Run 1, metal 1:
Scale bar: 50 µm. Supply wires on this layer in gray.
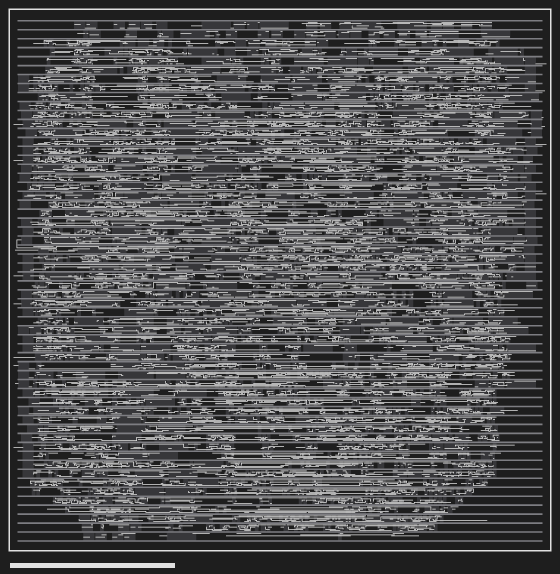
Run 1, cells by drive strength:
Scale bar: 50 µm.
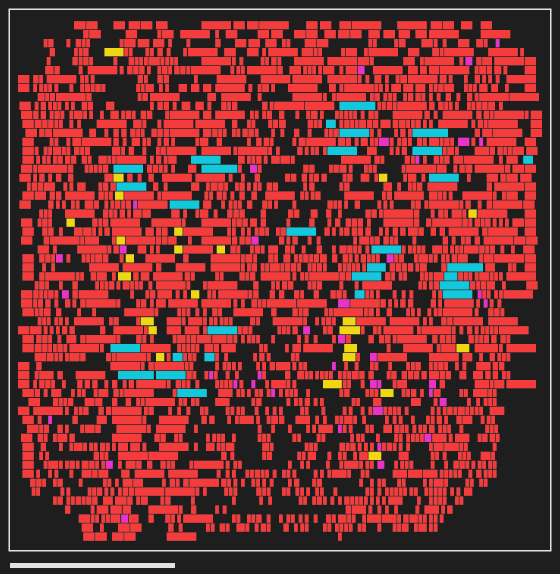
Run 1, routing congestion:
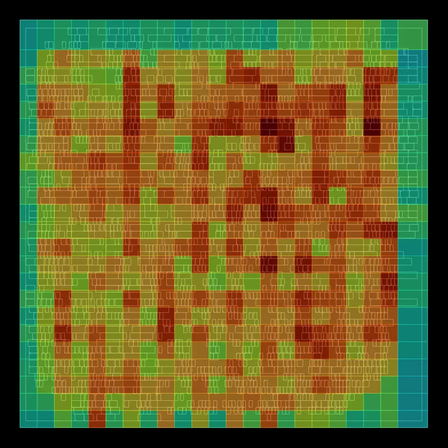
Run 1, the metal 2 layer:
Scale bar: 50 µm.
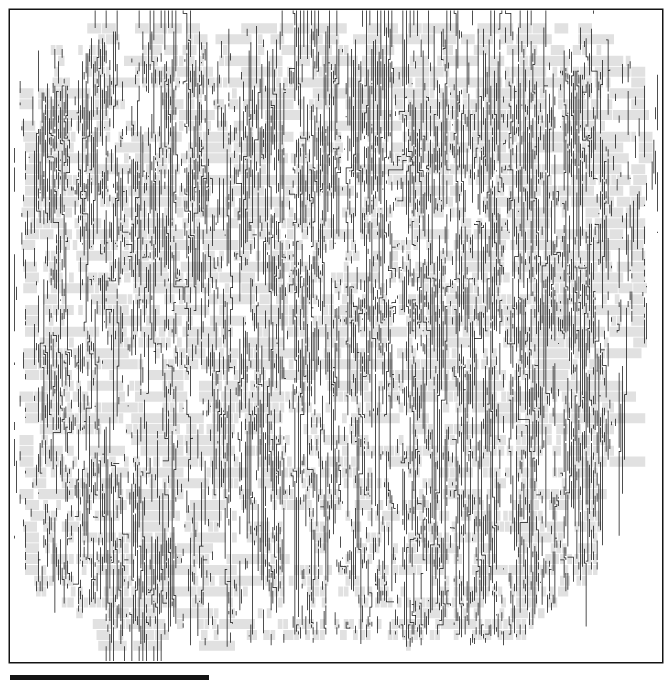
==> config.mk <==
export PLATFORM = sky130hd
export DESIGN_NAME = seq_divider
export DESIGN_NICKNAME = d
export VERILOG_FILES = /design/src/rtl/seq_divider.sv
export SDC_FILE = /design/constraint.sdc
export NUM_CORES = 1
export LEC_CHECK = 0
export ABC_AREA = 1
export CORE_MARGIN = 2
export CORE_UTILIZATION = 53
export CTS_CLUSTER_DIAMETER = 120
export DETAILED_ROUTE_END_ITERATION = 7
export PLACE_DENSITY = 0.78
export SLEW_MARGIN = 0
export SYNTH_ARGS = -nofsm -noshare
export SYNTH_HDL_FRONTEND = slang
export SYNTH_SLANG_ARGS = --single-unit
==> constraint.sdc <==
create_clock -name clk -period 7.2 [get_ports clk]
set_input_delay 1.44 -clock clk [delete_from_list [all_inputs] [get_ports clk]]
set_output_delay 1.44 -clock clk [all_outputs]
set_load 0.05 [all_outputs]
==> results.json, run 1 <==
{
  "placed_cells": 2556,
  "hpwl_um": 33600,
  "synth.cellmix.compoundShare_pct": 11.6,
  "cts.htree.levels": 4,
  "via_per_inst": 5.58,
  "p_comb_mw": 5.24,
  "crit_buf_inv": 4,
  "critPathMaxStageDelay_ps": 440,
  "cpMaxStageDelayCell": "nand2_2",
  "holdPathStages": 2,
  "ant_nets": 0,
  "worstPathRequired_ps": 7550,
  "rows": 58,
  "leakage_nw": 8.29,
  "yosysTopAreaCell": "dfrtp_1",
  "ys_seq_share_pct": 32.2,
  "async_flop_share_pct": 100,
  "mostFrequentLayoutCells": "nand2_1 (688), inv_1 (310), nand3_1 (237), nor2_1 (189), dfrtp_1 (174)",
  "hold_path_class": "flip-flop to flip-flop",
  "sw_frac_of_total_pct": 54.3,
  "ys_sh_mux_pct": 0,
  "synth-xor-area-share_pct": 3.30,
  "synth_area_um2": 13500,
  "fp_util_pct": 53.9,
  "worstSetupStartpointType": "primary input",
  "clk-power_mw": 1.05,
  "syn_nets": 2253,
  "clock_latency_ps": 450,
  "slew_headroom_pct": 30.6,
  "reg2regPathDepth": 17,
  "flop_cell": "dfrtp_1",
  "yosys-stat-cells": 2147,
  "tns_ps": 0,
  "end_kind": "flip-flop",
  "finalSetupViolations": 0,
  "io_buffers": 134,
  "period_used_pct": 53.4,
  "clkPwrFrac_pct": 12.7,
  "whs_ps": 480,
  "numClockSinks": 174,
  "cp_num_cells": 13,
  "status": "complete, no violations",
  "layout_min_cycle_time_ps": 3850,
  "synth.distinct_cells": 50,
  "cts_buffers": 17,
  "finClkSkew_ps": 18.9,
  "critPathMaxFanout": 31,
  "path_delay_family": "simple AND/OR/NAND/NOR gates",
  "maxCapViolations": 0,
  "worstPathCellList": "clkdlybuf4s50_1 -> inv_1 -> ha_1 -> nand3_1 -> nor2_2 -> nand3_1 -> inv_1 -> nand2_1 -> nand2_2 -> inv_2 -> nand3_1 -> nand2_1 -> o21ai_0",
  "io_pins": 135,
  "layout.nets": 2351,
  "top_logic_kind": "simple AND/OR/NAND/NOR gates",
  "critical_path_class": "primary input to flip-flop",
  "fa_ha_area_share_pct": 3.57
}
Notes on 'metal 1' above:
longest straight run	88.8 µm
wire length on this layer	19,100 µm
share of all routed wire	44%
nets with wire on the layer	2,158
vias: 14,400
routing usage on met1: 46.0%
Routed Wire Length: 43,600 µm

Notes on 'cells by drive strength' above:
size	color	cells	most used
drive 3 to 4	yellow	24	buf_4
drive 1 or less	red	2,164	nand2_1
drive 2	magenta	39	inv_2
drive 6 and up	cyan	29	clkbuf_16
Final Instance Area: 15,700 µm²
Buffers, non-clock: 145
area growth from synthesis to layout: 16.4%

Notes on 'routing congestion' above:
fin util: 62.7%
Global Route Usage Sum: 32.6%

Notes on 'the metal 2 layer' above:
share of all routed wire	45%
nets with wire on the layer	1,863
M2 GR Usage: 50.6%

[run 1: final cells by class]
cell class,count,area [µm²]
tap,330,413
timing repair buffer,145,1420
sequential,174,4350
clock inverter,13,229
inverter,329,1240
multi-input combinational,1578,7660
clock buffer,17,425
fill,2421,9370
[run 1: logic make-up after synthesis]
| logic type | Yosys count |
|---|---|
| flip-flops | 174 |
| adder cells (fa/ha/maj) | 38 |
| AND-OR/OR-AND | 275 |
| buffers and inverters | 395 |
| XOR/XNOR | 51 |
| AND/OR/NAND/NOR | 1214 |
[run 1: metal layers]
metal,routed length [µm],global-route usage [%],up-vias
met1,19100,46.0,6705
met5,0,0,-
met4,1260,11.0,0
li1,-,-,7038
met3,3670,5.91,86
met2,19600,50.6,593
Run 1, a small window of the routed layout:
Scale bar: 10 µm. Region (62, 29) to (102, 69) µm. Cells in gray, sequential cells in the stronger gray; small squares are vias.
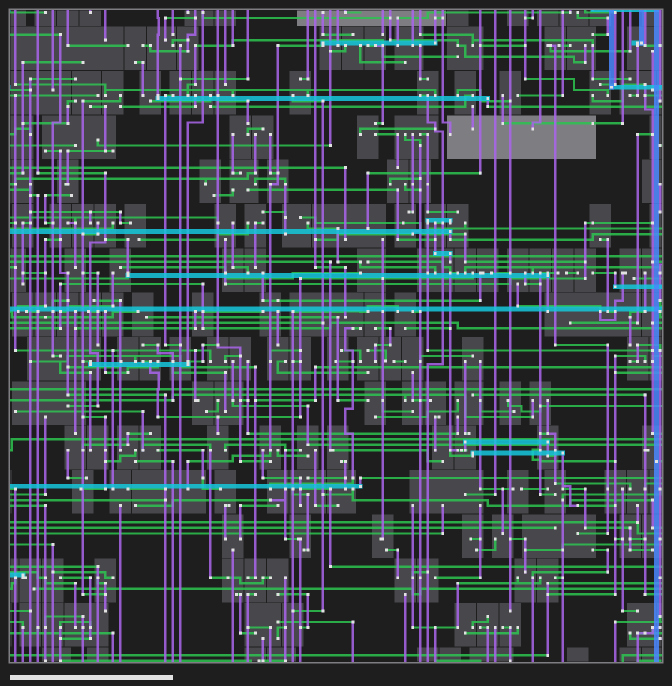

==> run 2: changes to the inputs <==
==> constraint.sdc (replaced) <==
create_clock -name clk -period 3.9 [get_ports clk]
set_input_delay 0.78 -clock clk [delete_from_list [all_inputs] [get_ports clk]]
set_output_delay 0.78 -clock clk [all_outputs]
set_load 0.05 [all_outputs]
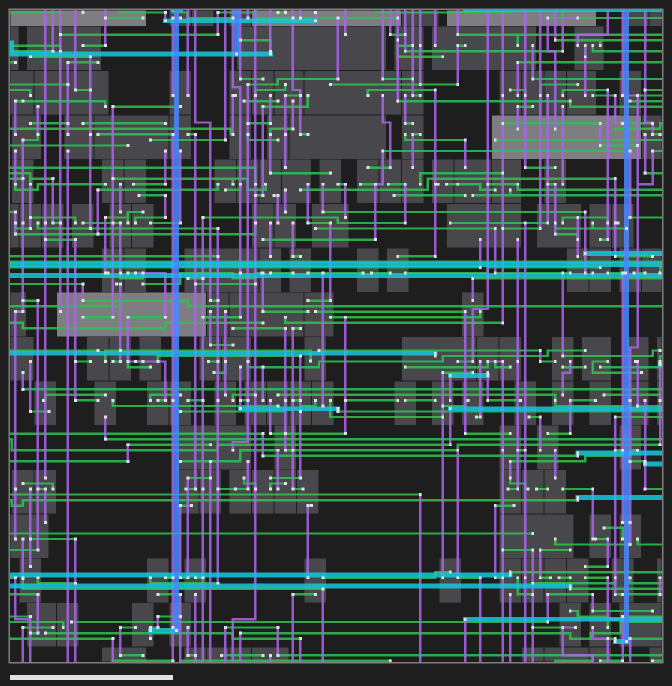
Run 2: a small window of the routed layout
Scale bar: 10 µm. Region (62, 29) to (102, 69) µm. Cells in gray, sequential cells in the stronger gray; small squares are vias.
layer	color
met3	cyan
met4	blue
met2	purple
met1	green
cells with their middle in the window	138
sequential cells in the window	2
most frequent	nand2_1 (69), inv_1 (24), ha_1 (10)

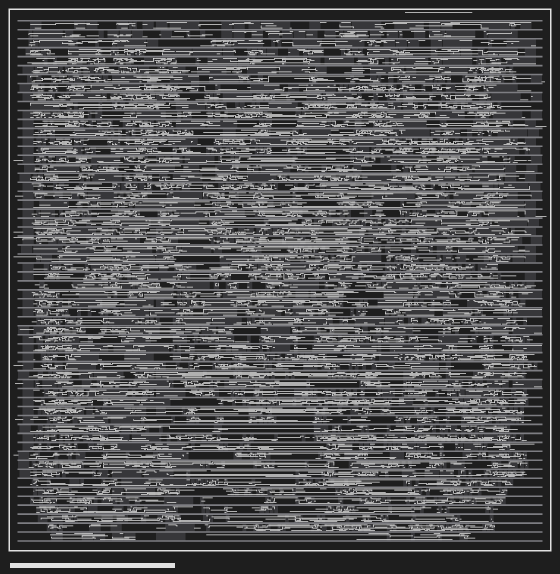
Run 2: metal 1
Scale bar: 50 µm. Supply wires on this layer in gray.
main direction	horizontal
nets with wire on the layer	2,172
longest straight run	87.4 µm
routing usage on met1: 48.7%
Routed Wire Length: 44,100 µm
vias: 14,400

==> run 2 against run 1 <==
Die size unchanged; first-iteration DRC count up 4.4%; clock power up about 70%; critical endpoint is now r_r[22]; final cell count up 0.27%; sequential share of layout area about the same; setup slack worse by 2400 ps; clock-buffer cell count up 1; register-to-register slack worse by 3400 ps; non-clock buffer count up 4; via count down 0.24%.
==> results.json, run 2 <==
{
  "status": "complete, no violations",
  "end_kind": "flip-flop",
  "io_pins": 135,
  "cts.htree.levels": 4,
  "cts_buffers": 17,
  "io_buffers": 134,
  "grtUsageTotal_pct": 33.5,
  "yosys-stat-cells": 2147,
  "clock_latency_ps": 450,
  "synth.distinct_cells": 50,
  "cpMaxStageDelayCell": "fa_1",
  "mostFrequentLayoutCells": "nand2_1 (688), inv_1 (310), nand3_1 (237), nor2_1 (189), dfrtp_1 (174)",
  "rows": 58,
  "top_layer": "met4",
  "maxCapViolations": 0,
  "critPathMaxFanout": 15,
  "final_area_um2": 15700,
  "critPathMaxStageDelay_ps": 410,
  "path_delay_family": "simple AND/OR/NAND/NOR gates",
  "whs_ps": 473,
  "hold_path_class": "flip-flop to flip-flop",
  "worstPathRequired_ps": 4220,
  "top_logic_kind": "simple AND/OR/NAND/NOR gates",
  "grt.busiest_layer": "met2",
  "fa_ha_area_share_pct": 3.57,
  "hpwl_um": 34400,
  "crit_buf_inv": 2,
  "flop_area_um2": 4350,
  "area_delta_synth_final_pct": 16.4,
  "yosysTopAreaCell": "dfrtp_1",
  "leakage_nw": 8.29,
  "critical_path_class": "flip-flop to flip-flop",
  "layout.nets": 2355,
  "worstSetupStartpointType": "flip-flop",
  "flop_cell": "dfrtp_1",
  "worstPathCellList": "inv_1 -> ha_1 -> fa_1 -> inv_1 -> nand2_1 -> nand2_1 -> nand3_1 -> nand2_2 -> nand2_2 -> nand2_2 -> nand2_4 -> nand2_4 -> nand2_2 -> nand2_2 -> nand2_1 -> nand3_1 -> nand2_1",
  "reg2regPathDepth": 17,
  "comb_area_um2": 7660,
  "via_per_inst": 5.55,
  "fin_util_pct": 62.7,
  "synth-xor-area-share_pct": 3.30,
  "finClkSkew_ps": 17.6,
  "p_comb_mw": 9.65,
  "route.met3.wl_um": 3420,
  "synth_area_um2": 13500,
  "fp_util_pct": 53.9,
  "clkPwrFrac_pct": 11.7,
  "wirelength_met1_um": 20100,
  "finalSetupViolations": 0
}
==> run 2: cell types whose count changed in the layout (fill, tap and decap cells not counted), sizes merged <==
cell    change
bufinv      -5
clkinv      +5
buf         +4
clkbuf      +1
diode       +1
inv         +1
==> run 2: worst min-delay path, cell delays in order (launching register included) <==
cell and delay, ps:
dfrtp_1 350, nand2_1 50, nand2_1 50
==> run 2: area by class of cell <==
cell class | instances | area share, %
inverters | 329 | 7.87
repair buffers | 149 | 9.32
well taps | 330 | 2.62
flip-flops and latches | 174 | 27.7
multi-input cells | 1578 | 48.6
diodes | 1 | 0.0159
clock buffers | 18 | 2.79
clock inverters | 14 | 1.07
Power and IR drop assume default switching activity.
